<file path="src/rtl/sha_pkg.sv">
// sha_pkg: shared constants, state encoding and rotate helpers for the SHA message schedule
package sha_pkg;
    localparam int ROUNDS_256 = 64;
    localparam int ROUNDS_512 = 80;
    typedef enum logic [1:0] {ST_IDLE, ST_RUN, ST_DONE} state_t;
    localparam int S0_256_A = 7;
    localparam int S0_256_B = 18;
    localparam int S0_256_C = 3;
    localparam int S1_256_A = 17;
    localparam int S1_256_B = 19;
    localparam int S1_256_C = 10;
    localparam int S0_512_A = 1;
    localparam int S0_512_B = 8;
    localparam int S0_512_C = 7;
    localparam int S1_512_A = 19;
    localparam int S1_512_B = 61;
    localparam int S1_512_C = 6;
    function automatic logic [31:0] rotr32(input logic [31:0] x, input int n);
        return (x >> n) | (x << (32 - n));
    endfunction
    function automatic logic [63:0] rotr64(input logic [63:0] x, input int n);
        return (x >> n) | (x << (64 - n));
    endfunction
endpackage

</file>
<file path="src/rtl/sha_sched_sigma.sv">
// sha_sched_sigma: combinational small-sigma pair, returns s0(x_s0) + s1(x_s1) for the selected word size
module sha_sched_sigma
    import sha_pkg::*;
(
    input  logic        mode,
    input  logic [63:0] x_s0,
    input  logic [63:0] x_s1,
    output logic [63:0] sum
);
    logic [31:0] s0_32, s1_32;
    logic [63:0] s0_64, s1_64;
    assign s0_32 = rotr32(x_s0[31:0], S0_256_A) ^ rotr32(x_s0[31:0], S0_256_B) ^ (x_s0[31:0] >> S0_256_C);
    assign s1_32 = rotr32(x_s1[31:0], S1_256_A) ^ rotr32(x_s1[31:0], S1_256_B) ^ (x_s1[31:0] >> S1_256_C);
    assign s0_64 = rotr64(x_s0, S0_512_A) ^ rotr64(x_s0, S0_512_B) ^ (x_s0 >> S0_512_C);
    assign s1_64 = rotr64(x_s1, S1_512_A) ^ rotr64(x_s1, S1_512_B) ^ (x_s1 >> S1_512_C);
    assign sum = mode ? s0_64 + s1_64 : {32'h0, s0_32 + s1_32};
endmodule

</file>
<file path="src/rtl/sha_msg_schedule.sv">
// sha_msg_schedule: loads a padded block and streams W[t] over a valid/ready handshake for SHA-256/512
module sha_msg_schedule
    import sha_pkg::*;
(
    input  logic          clk,
    input  logic          rst_n,
    input  logic          start,
    input  logic          mode,
    input  logic [1023:0] block_in,
    input  logic          w_ready,
    output logic          w_valid,
    output logic [63:0]   w_out,
    output logic [6:0]    round_idx,
    output logic          busy,
    output logic          done
);
    state_t      state;
    logic        mode_q;
    logic [63:0] r [16];
    logic [63:0] sig_sum, add, w_new;
    logic [6:0]  last;
    logic        hs;

    sha_sched_sigma u_sigma (
        .mode (mode_q),
        .x_s0 (r[1]),
        .x_s1 (r[14]),
        .sum  (sig_sum)
    );

    assign add   = sig_sum + r[9] + r[0];
    assign w_new = mode_q ? add : {32'h0, add[31:0]};
    assign last  = mode_q ? 7'(ROUNDS_512 - 1) : 7'(ROUNDS_256 - 1);
    assign hs    = w_valid & w_ready;
    assign w_out = r[0];

    // FSM with window shift: load on start, slide one word per handshake, pulse done after the last word
    always_ff @(posedge clk or negedge rst_n) begin
        if (!rst_n) begin
            state     <= ST_IDLE;
            mode_q    <= 1'b0;
            round_idx <= '0;
            w_valid   <= 1'b0;
            busy      <= 1'b0;
            done      <= 1'b0;
            for (int i = 0; i < 16; i++) r[i] <= '0;
        end else begin
            case (state)
                ST_IDLE: if (start) begin
                    mode_q    <= mode;
                    for (int i = 0; i < 16; i++)
                        r[i] <= mode ? block_in[1023 - 64*i -: 64] : {32'h0, block_in[511 - 32*i -: 32]};
                    round_idx <= '0;
                    w_valid   <= 1'b1;
                    busy      <= 1'b1;
                    state     <= ST_RUN;
                end
                ST_RUN: if (hs) begin
                    for (int i = 0; i < 15; i++) r[i] <= r[i+1];
                    r[15]     <= w_new;
                    round_idx <= round_idx + 7'd1;
                    if (round_idx == last) begin
                        w_valid <= 1'b0;
                        busy    <= 1'b0;
                        done    <= 1'b1;
                        state   <= ST_DONE;
                    end
                end
                ST_DONE: begin
                    done  <= 1'b0;
                    state <= ST_IDLE;
                end
                default: state <= ST_IDLE;
            endcase
        end
    end
endmodule

</file>
<file path="config.mk">
export PLATFORM = sky130hd
export DESIGN_NAME = sha_msg_schedule
export DESIGN_NICKNAME = d
export VERILOG_FILES = /design/src/rtl/sha_pkg.sv /design/src/rtl/sha_sched_sigma.sv /design/src/rtl/sha_msg_schedule.sv
export SDC_FILE = /design/constraint.sdc
export NUM_CORES = 2
export LEC_CHECK = 0
export CELL_PAD_IN_SITES_DETAIL_PLACEMENT = 0
export CELL_PAD_IN_SITES_GLOBAL_PLACEMENT = 1
export CORE_AREA = 2 2 428 430
export CTS_CLUSTER_DIAMETER = 200
export DETAILED_ROUTE_END_ITERATION = 10
export DIE_AREA = 0 0 430 432
export PLACE_DENSITY_LB_ADDON = 0.1
export SYNTH_ARGS = -nofsm -noshare
export SYNTH_HDL_FRONTEND = slang
export SYNTH_SLANG_ARGS = --single-unit
</file>
<file path="constraint.sdc">
create_clock -name clk -period 16.8 [get_ports clk]
set_input_delay 3.36 -clock clk [delete_from_list [all_inputs] [get_ports clk]]
set_output_delay 3.36 -clock clk [all_outputs]
set_load 0.03 [all_outputs]
</file>
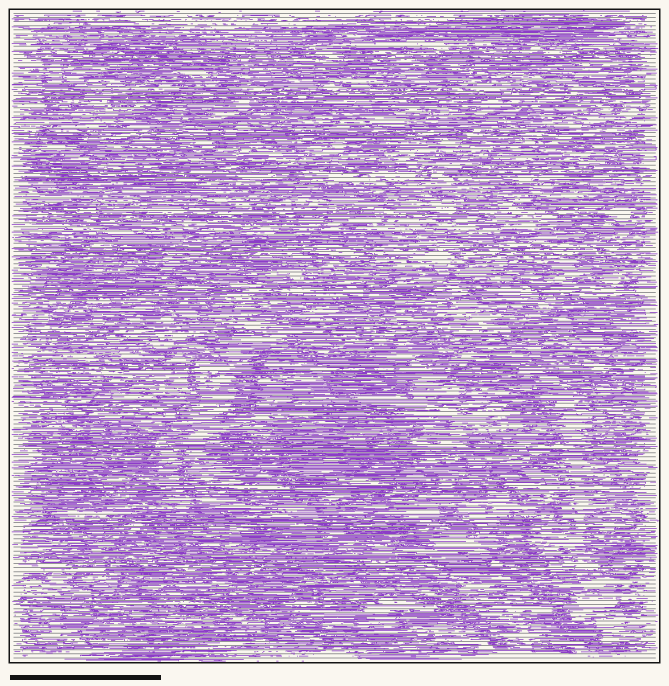
**Above:** signal wires on met1.
Bar = 100 um. Supply wires on this layer in gray.
nets with wire on the layer	9223
main direction	horizontal

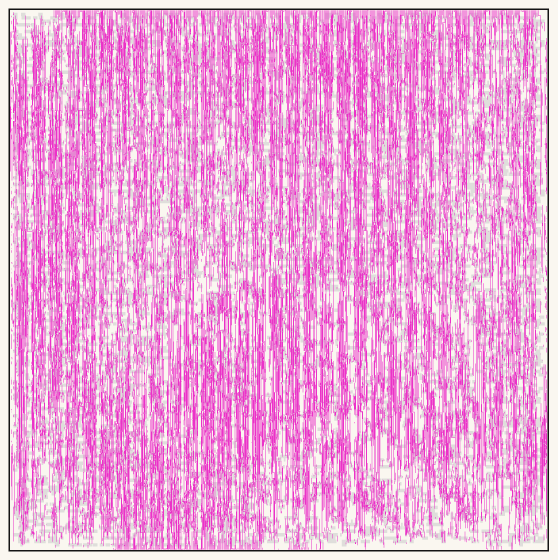
**Above:** the metal 2 layer.
wire length on this layer	178 mm
share of all routed wire	44%
final WL: 407100 um
via count: 66450

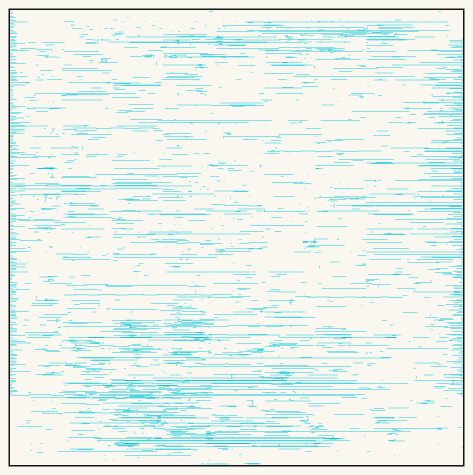
**Above:** the metal 3 layer.
wire length on this layer	32.0 mm
nets with wire on the layer	1548
main direction	horizontal
longest straight run	245 um
share of all routed wire	7.9%

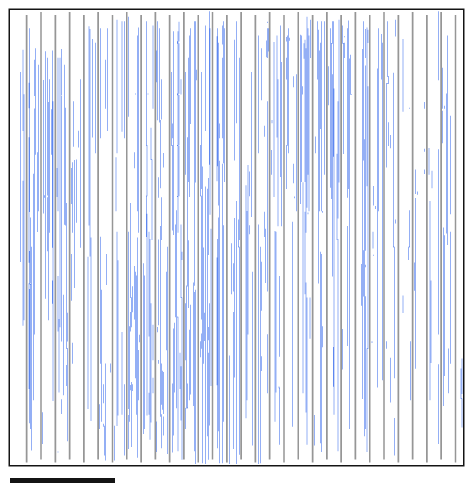
**Above:** signal wires on met4.
Bar = 100 um. Supply wires on this layer in gray.
nets with wire on the layer	291
main direction	vertical
share of all routed wire	8.9%
longest straight run	352 um

==> results.toml <==
# physical design summary
[status]
status = "completed"

[cts]
cts.sinks = 1036
root_buffer = "clkbuf_16"
numCtsBuffers = 131
cts-hold-fix-buffers = 0
clk_pin_slew_ns = 0.07
postCtsResizedCells = 0
htree_levels = 4
cts_tree = "done"
cts.path.max_buffers = 3
cts_setup_buffers = 0
insertion_delay_ns = 0.82

[sta]
rsz0062_at_grt = "no"
post-route-period-util_pct = 49.69
slew_headroom_pct = 5.994
setup_viol = 0
setup_ws_ns = 8.453
max_freq_mhz = 119.8
min_period_ns = 8.347
hold_ws_ns = 0.4728
hold_viol_final = 0
fin_skew_ns = 0.03456
worst_pin_slew_ns = 1.410
finalMaxSlewViolations = 0
fin_tns_setup_ns = 0

[job]
cap_viol_max_count = 0
warning_count = 96

[final_layout]
layout_top_cells = "1562 x nand2_1, 1100 x clkdlybuf4s50_1, 1055 x o21ai_0, 1035 x dfrtp_1, 647 x nor2_1"
area_growth_pct = 24.36
lay_top_count = "nand2_1"
num-nets-final = 9974
final_cell_area_um2 = 82450
final_core_utilization_pct = 45.37
fill_cells = 18330
final_cells = 11240
drive_gt1_share_pct = 3.697

[hold_path]
whs_path_depth = 2
hold_class = "reg2reg"
hp-start = "r[862]"
whs_endpoint = "r[862]"

[place]
dp_hpwl_um = 329500
dp_cells = 10970
pre_cts_slack_ns = 8.531
gp_congestion = 1.059
place_area_um2 = 77970
port_buffers = 1102

[yosys]
synth_flops = 1036
netlist_area_um2 = 66300
synth.logic.top_family = "simple AND/OR/NAND/NOR gates"
edf_count = 0
ys_warn_count = 0
yosysUniqueCellTypes = 80
ys_sh_mux_pct = 7.404
ff_type = "dfrtp_1"
syn-num-nets = 9441
xor_share_pct = 6.354
ys_cells = 8189
simple_gate_area_share_pct = 18.33
adder_share_pct = 4.956
async_flop_share_pct = 100.0
yosys.area_share.aoi_pct = 18.22
yosysSeqAreaShare_pct = 39.10
syn_inst = 8189
yosys_area_um2 = 66300
postSynthAreaPerCell_um2 = 8.096

[die]
die.size.y_um = 432
initCoreUtil_pct = 36.49
die_w_um = 430
coreArea_um2 = 181700
die-area_um2 = 185800
pin_count = 1103
rows = 157

[setup_path]
cp-end-kind = "flop"
cp.required_ns = 17.53
critPathMaxStageDelay_ns = 0.67
path_buffers = 1
cp-endpoint = "r[54]"
r2r_slack_ns = 8.45
r2r_cells = 29
reg2reg_to = "r[54]"
startpoint = "r[70]"
start_kind = "flop"
rr_startpoint = "r[70]"
worstSetupPathType = "reg2reg"
crit_arrival_ns = 9.08
cp_slowest_cell = "a2111oi_4"
cpLargestDelayFamily = "AND-OR/OR-AND gates"
crit_cells = 29
cp_max_fo = 7

[routing]
wl_met3_um = 31990
dr_wl_met2_um = 177800
wl_per_cell_um = 36.21
drt_iter0_markers = 8051
drc_errors = 0
dr.pass1.iters = 8
avgViaCountPerCell = 5.910
dr.max_layer_used = "met5"
ant_nets = 0
wl_met1_um = 161100

[grt]
track_usage_pct = 42.35
grt_pass1_wl_um = 537300
antenna_found_initial = 76
grt.busiest_layer = "met2"
globalRouteOverflowTotal = 0
grt_pass1_vias = 62350
use_met1_pct = 53.62
use_met2_pct = 63.43
grt_max_degree = 241
grtUsageMet3_pct = 8.580
## cell usage after synthesis, types with 4 or more instances
cell type,number,share of area [%]
a41oi_1,4,0.053
nand4_1,25,0.24
a211oi_1,12,0.14
nand2b_1,24,0.23
dfrtp_1,1036,39
nor3_1,29,0.22
xor2_1,78,1.0
nand3_1,523,3.9
and4_1,4,0.053
a31o_2,5,0.066
a211o_1,7,0.092
nor2b_1,22,0.21
buf_4,65,0.74
a221o_1,5,0.075
nor3b_1,5,0.057
mux2i_1,487,7.4
o21ai_1,13,0.098
xnor2_1,403,5.3
and3_1,36,0.34
buf_1,27,0.15
inv_1,133,0.75
o31ai_1,8,0.091
nor2_1,648,3.7
o211ai_1,52,0.59
o21bai_1,24,0.27
a31oi_1,506,4.8
and2_1,27,0.25
o21a_1,20,0.23
or3_1,8,0.075
a221oi_1,18,0.24
a21o_1,91,1.0
nor4_1,4,0.038
a21oi_1,228,1.7
ha_1,157,3.0
fa_1,66,2.0
o21ai_0,1055,8.0
clkbuf_1,702,4.0
o22ai_1,6,0.057
nand2_1,1562,8.8
a21boi_0,5,0.057
## area by class of cell
| type | instances | area (um^2) | share of cell area, % |
|---|---|---|---|
| clock inverters | 44 | 600.6 | 0.7284 |
| flip-flops and latches | 1036 | 25930 | 31.45 |
| inverters | 133 | 499.2 | 0.6055 |
| clock buffers | 186 | 3769 | 4.571 |
| diodes | 39 | 97.59 | 0.1184 |
| repair buffers | 1197 | 11900 | 14.44 |
| multi-input cells | 6223 | 36670 | 44.47 |
| well taps | 2385 | 2984 | 3.619 |
## sequential cells by signal, summed over array words and instances (netlist names)
name / flops
r: 960
w_out: 64
round_idx: 7
state: 2
busy: 1
done: 1
mode_q: 1
